[src/rtl/booth_mult_seq.sv]
// Sequential radix-2 Booth multiplier, WIDTH-parametrised, signed or unsigned operands.
// One Booth step per clock; start/busy/done handshake with a registered product.
module booth_mult_seq #(
    parameter int WIDTH = 8,
    parameter int CNT_W = $clog2(WIDTH + 2)
) (
    input  logic                 clk,
    input  logic                 rst,
    input  logic                 start,
    input  logic                 signed_mode,
    input  logic [WIDTH-1:0]     multiplicand,
    input  logic [WIDTH-1:0]     multiplier,
    output logic                 busy,
    output logic                 done,
    output logic [2*WIDTH-1:0]   product
);

    // One guard bit keeps -2^(WIDTH-1) and full-range unsigned operands exact.
    localparam int W1 = WIDTH + 1;
    localparam logic [CNT_W-1:0] CNT_LOAD = CNT_W'(W1);
    localparam logic [CNT_W-1:0] CNT_ONE  = CNT_W'(1);

    typedef enum logic [1:0] {
        ST_IDLE = 2'd0,
        ST_RUN  = 2'd1,
        ST_DONE = 2'd2
    } state_t;

    state_t              state_r;
    state_t              state_nx_s;
    logic [W1-1:0]       a_r;
    logic [W1-1:0]       q_r;
    logic [W1-1:0]       m_r;
    logic                q_m1_r;
    logic [CNT_W-1:0]    cnt_r;
    logic [2*WIDTH-1:0]  prod_r;
    logic                busy_r;
    logic                done_r;
    logic [W1-1:0]       t_s;
    logic [2*W1:0]       shift_s;

    function automatic logic [W1-1:0] ext_op(input logic sgn, input logic [WIDTH-1:0] x);
        ext_op = {sgn & x[WIDTH-1], x};
    endfunction

    // State register.
    always_ff @(posedge clk) begin
        if (rst) begin
            state_r <= ST_IDLE;
        end else begin
            state_r <= state_nx_s;
        end
    end

    // Next-state logic.
    always_comb begin
        state_nx_s = state_r;
        case (state_r)
            ST_IDLE: begin
                if (start) begin
                    state_nx_s = ST_RUN;
                end else begin
                    state_nx_s = ST_IDLE;
                end
            end
            ST_RUN: begin
                if (cnt_r == CNT_ONE) begin
                    state_nx_s = ST_DONE;
                end else begin
                    state_nx_s = ST_RUN;
                end
            end
            ST_DONE: state_nx_s = ST_IDLE;
            default: state_nx_s = ST_IDLE;
        endcase
    end

    // Booth add/subtract followed by the combined arithmetic right shift of {T,Q,q_m1}.
    always_comb begin
        t_s = a_r;
        case ({q_r[0], q_m1_r})
            2'b10:   t_s = a_r - m_r;
            2'b01:   t_s = a_r + m_r;
            default: t_s = a_r;
        endcase
        shift_s = {t_s[W1-1], t_s, q_r};
    end

    // Datapath registers: operand load in IDLE, one step per RUN cycle.
    always_ff @(posedge clk) begin
        if (rst) begin
            a_r    <= '0;
            q_r    <= '0;
            m_r    <= '0;
            q_m1_r <= 1'b0;
            cnt_r  <= '0;
            prod_r <= '0;
        end else begin
            case (state_r)
                ST_IDLE: begin
                    if (start) begin
                        a_r    <= '0;
                        q_r    <= ext_op(signed_mode, multiplier);
                        m_r    <= ext_op(signed_mode, multiplicand);
                        q_m1_r <= 1'b0;
                        cnt_r  <= CNT_LOAD;
                    end
                end
                ST_RUN: begin
                    a_r    <= shift_s[2*W1 -: W1];
                    q_r    <= shift_s[W1 -: W1];
                    q_m1_r <= shift_s[0];
                    cnt_r  <= cnt_r - CNT_ONE;
                    if (cnt_r == CNT_ONE) begin
                        prod_r <= shift_s[2*WIDTH:1];
                    end
                end
                default: begin
                end
            endcase
        end
    end

    // Handshake outputs registered from the next state so they align with it.
    always_ff @(posedge clk) begin
        if (rst) begin
            busy_r <= 1'b0;
            done_r <= 1'b0;
        end else begin
            busy_r <= (state_nx_s != ST_IDLE);
            done_r <= (state_nx_s == ST_DONE);
        end
    end

    assign busy    = busy_r;
    assign done    = done_r;
    assign product = prod_r;

endmodule

[config.mk]
export PLATFORM = sky130hd
export DESIGN_NAME = booth_mult_seq
export DESIGN_NICKNAME = d
export VERILOG_FILES = /design/src/rtl/booth_mult_seq.sv
export SDC_FILE = /design/constraint.sdc
export NUM_CORES = 1
export LEC_CHECK = 0
export CORE_UTILIZATION = 45
export CTS_BUF_LIST = sky130_fd_sc_hd__clkbuf_4 sky130_fd_sc_hd__clkbuf_8
export DETAILED_ROUTE_END_ITERATION = 12
export PLACE_DENSITY_LB_ADDON = 0.08
export SLEW_MARGIN = 20
export SYNTH_ARGS = -nofsm -noshare
export SYNTH_HDL_FRONTEND = slang
export SYNTH_SLANG_ARGS = --single-unit
[constraint.sdc]
create_clock -name clk -period 4.4 [get_ports clk]
set_input_delay 0.88 -clock clk [delete_from_list [all_inputs] [get_ports clk]]
set_output_delay 0.88 -clock clk [all_outputs]
set_load 0.005 [all_outputs]
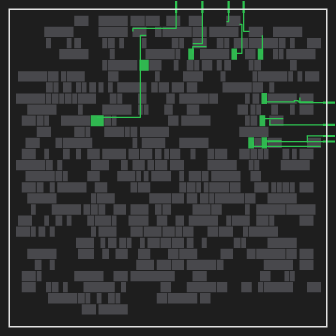
Run 1: nets reached from selected ports
legend:
  green:
    port: `multiplier`
    bits: 8
    direction: input
    end_cells: 9
    buffers: 8
    wire: 166 um

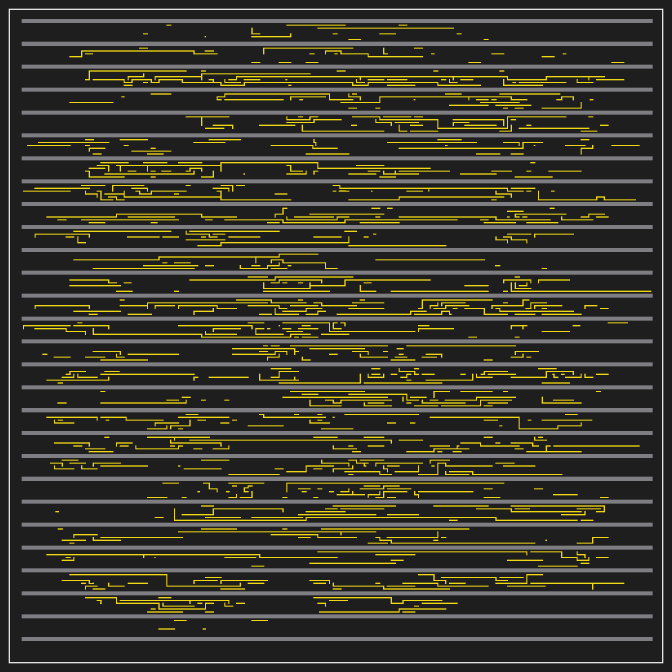
Run 1: the metal 1 layer
Supply wires on this layer in gray.
share of all routed wire: 51%
main direction: horizontal
longest straight run: 32.2 um
wire length on this layer: 2,860 um
vias post-DR: 2,218
Routed WL: 5570 um
met1 Use GR: 0.267

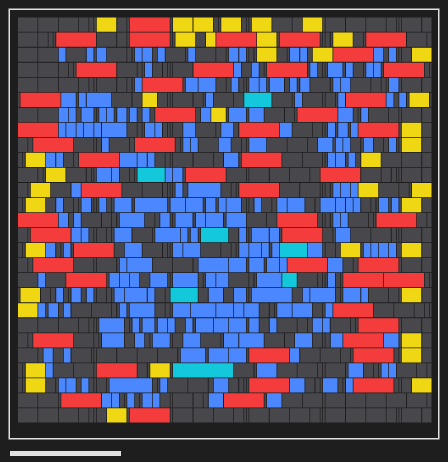
Run 1: cell classes on the final placement
The bar under the picture is 20 um long. Fill, decap, tap and diode cells in gray.
legend:
  yellow:
    class: remaining buffers and delay cells
    cells: 39
  blue:
    class: remaining logic cells
    cells: 243
  cyan:
    class: clock drivers and dummy loads
    cells: 7
  red:
    class: registers
    cells: 51

==> results.sh, run 1 <==
# implementation run metrics
export IMPL_finalCriticalPeriod_ns=2.71
export IMPL_cts_buffers=5
export IMPL_routedWlPerCell_um=13.5
export IMPL_crit_path_max_fanout=8
export IMPL_p_clk_uw=326
export IMPL_path_class="flop to flop"
export IMPL_cts_htree_levels=2
export IMPL_top_power_group="sequential cells"
export IMPL_synth_top_cell_area_share=0.398
export IMPL_dp_cells=405
export IMPL_drt_pass1_iter_count=4
export IMPL_comb_area_share=0.458
export IMPL_swShare=0.292
export IMPL_cp_startpoint="q_r[0]"
export IMPL_worstSetupPathDepth=9
export IMPL_root_buffer="clkbuf_8"
export IMPL_seq_power_uw=515
export IMPL_power_mw=1.10
export IMPL_top_cells_by_count="51 x dfxtp_1, 46 x nand2_1, 41 x a21oi_1, 41 x nor2_1, 15 x inv_1"
export IMPL_hold_buffers=0
export IMPL_relSlewSlack=0.336
export IMPL_mi_logic_area_um2=1400
export IMPL_regArea_um2=1020
export IMPL_status="finished, final reports clean"
export IMPL_syn_avg_cell_area_um2=8.16
export IMPL_rrSetupSlack_ns=1.69
export IMPL_post_cts_buffers=0
export IMPL_combinationalPowerShare=0.233
export IMPL_max_stage_delay_ns=0.48
export IMPL_fp_nets=347
export IMPL_setup_viol=0
export IMPL_place_port_buffers=37
export IMPL_clk_pin_slew_ns=0.09
export IMPL_final_common_cell="dfxtp_1"
export IMPL_clk_share=0.0348
export IMPL_crit_buf_inv=1
export IMPL_top_layer_used="met4"
export IMPL_power_frac_seq=0.470
export IMPL_internal_power_uw=775
export IMPL_seqAreaFraction=0.334
export IMPL_design_area_um2=3050
export IMPL_cts_sinks=51
export IMPL_fillerInstances=535
export IMPL_synth_area_leader_cell="dfxtp_1"
export IMPL_dpl_hpwl_um=3890
export IMPL_xor_area_frac=0.0474
Run 1, local utilization:
8 x 8 tiles, from white (low) to dark blue (high), 0 to 100% covered.
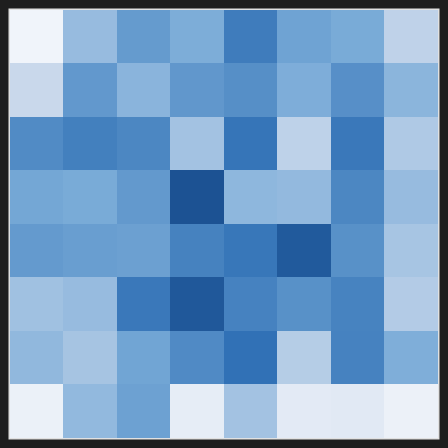

==> run 1 -> run 2 <==
- clock period: 4.4 -> 2.7 ns (I/O delays scaled with it)
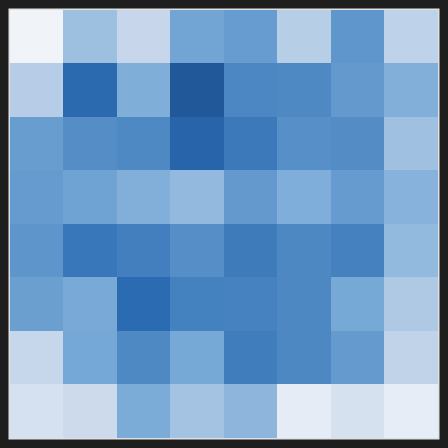
Run 2: local utilization
8 x 8 tiles, from white (low) to dark blue (high), 0 to 100% covered.
mean over tiles: 51%
fullest tile: 84%
tiles over 75% full: 6.2%
emptiest ninth of the die: lower right

==> results.sh, run 2 <==
# implementation run metrics
export IMPL_dpl_hpwl_um=4000
export IMPL_synth_area_leader_cell="dfxtp_1"
export IMPL_regArea_um2=1020
export IMPL_seqAreaFraction=0.327
export IMPL_drt_total_wl_um=5640
export IMPL_clk_pin_slew_ns=0.09
export IMPL_mux_area_frac=0.0244
export IMPL_root_buffer="clkbuf_8"
export IMPL_cts_sinks=51
export IMPL_top_power_group="sequential cells"
export IMPL_cp_startpoint="m_r[0]"
export IMPL_inverters_excl_clock=15
export IMPL_status="finished, final reports clean"
export IMPL_met3_usage=0.0447
export IMPL_internal_power_mw=1.30
export IMPL_fin_nets=380
export IMPL_drt_iter0_markers=133
export IMPL_final_common_cell="dfxtp_1"
export IMPL_power_mw=1.85
export IMPL_clk_share=0.0387
export IMPL_post_cts_buffers=0
export IMPL_relSlewSlack=0.642
export IMPL_design_area_um2=3130
export IMPL_syn_avg_cell_area_um2=8.16
export IMPL_worstSetupPathDepth=9
export IMPL_combinationalPowerShare=0.237
export IMPL_crit_buf_inv=1
export IMPL_final_hold_violation_count=0
export IMPL_cts_buffers=5
export IMPL_grt_pass1_wl_um=9580
export IMPL_finalCriticalPeriod_ns=2.52
export IMPL_rrSetupSlack_ns=0.18
export IMPL_ys_chip_area_um2=2560
export IMPL_routedWlPerCell_um=13.4
export IMPL_synth_top_cell_area_share=0.398
export IMPL_mi_logic_area_um2=1410
export IMPL_comb_area_share=0.450
export IMPL_cts_htree_levels=2
export IMPL_crit_path_max_fanout=5
export IMPL_top_layer_used="met4"
export IMPL_hold_buffers=0
export IMPL_xor_area_frac=0.0474
export IMPL_top_cells_by_count="51 x dfxtp_1, 46 x nand2_1, 41 x a21oi_1, 41 x nor2_1, 15 x inv_1"
export IMPL_dp_cells=412
export IMPL_place_port_buffers=37
export IMPL_vias=2208
export IMPL_setup_viol=0
export IMPL_max_stage_delay_ns=0.44
export IMPL_swShare=0.297
export IMPL_drt_pass1_iter_count=4
export IMPL_fp_nets=347
export IMPL_lay_top_cells="49 x dfxtp_1, 46 x nand2_1, 41 x a21oi_1, 41 x nor2_1, 36 x clkdlybuf4s50_1"
==> run 2 -> run 3 <==
- SLEW_MARGIN: 20 -> default
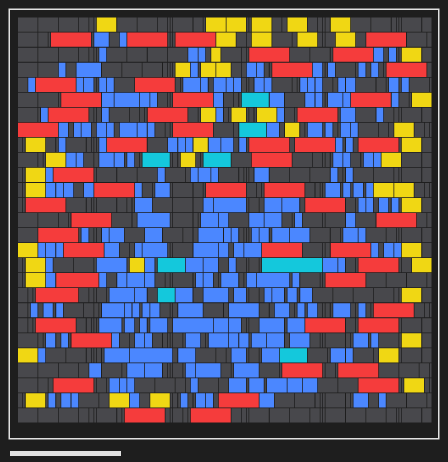
Run 3: cell classes on the final placement
The bar under the picture is 20 um long. Fill, decap, tap and diode cells in gray.
Core ar.: 5510 um^2
post-route cell area: 3130 um^2
final design utilization: 0.569

==> results.sh, run 3 <==
# implementation run metrics
export IMPL_crit_path_max_fanout=5
export IMPL_status="finished, final reports clean"
export IMPL_met3_usage=0.0447
export IMPL_seqAreaFraction=0.327
export IMPL_routedWlPerCell_um=13.4
export IMPL_mux_area_frac=0.0244
export IMPL_cp_startpoint="m_r[0]"
export IMPL_ys_chip_area_um2=2560
export IMPL_top_cells_by_count="51 x dfxtp_1, 46 x nand2_1, 41 x a21oi_1, 41 x nor2_1, 15 x inv_1"
export IMPL_cts_buffers=5
export IMPL_drt_iter0_markers=133
export IMPL_vias=2208
export IMPL_final_hold_violation_count=0
export IMPL_max_stage_delay_ns=0.44
export IMPL_grt_pass1_wl_um=9580
export IMPL_top_power_group="sequential cells"
export IMPL_combinationalPowerShare=0.237
export IMPL_crit_buf_inv=1
export IMPL_dp_cells=412
export IMPL_dpl_hpwl_um=4000
export IMPL_path_class="flop to flop"
export IMPL_grtUsageMet1=0.262
export IMPL_root_buffer="clkbuf_8"
export IMPL_power_mw=1.85
export IMPL_fin_nets=380
export IMPL_post_cts_buffers=0
export IMPL_cts_htree_levels=2
export IMPL_hold_buffers=0
export IMPL_fillerInstances=518
export IMPL_rrSetupSlack_ns=0.18
export IMPL_final_common_cell="dfxtp_1"
export IMPL_place_port_buffers=37
export IMPL_synth_top_cell_area_share=0.398
export IMPL_xor_area_frac=0.0474
export IMPL_drt_total_wl_um=5640
export IMPL_finalCriticalPeriod_ns=2.52
export IMPL_p_clk_uw=571
export IMPL_worstSetupPathDepth=9
export IMPL_syn_avg_cell_area_um2=8.16
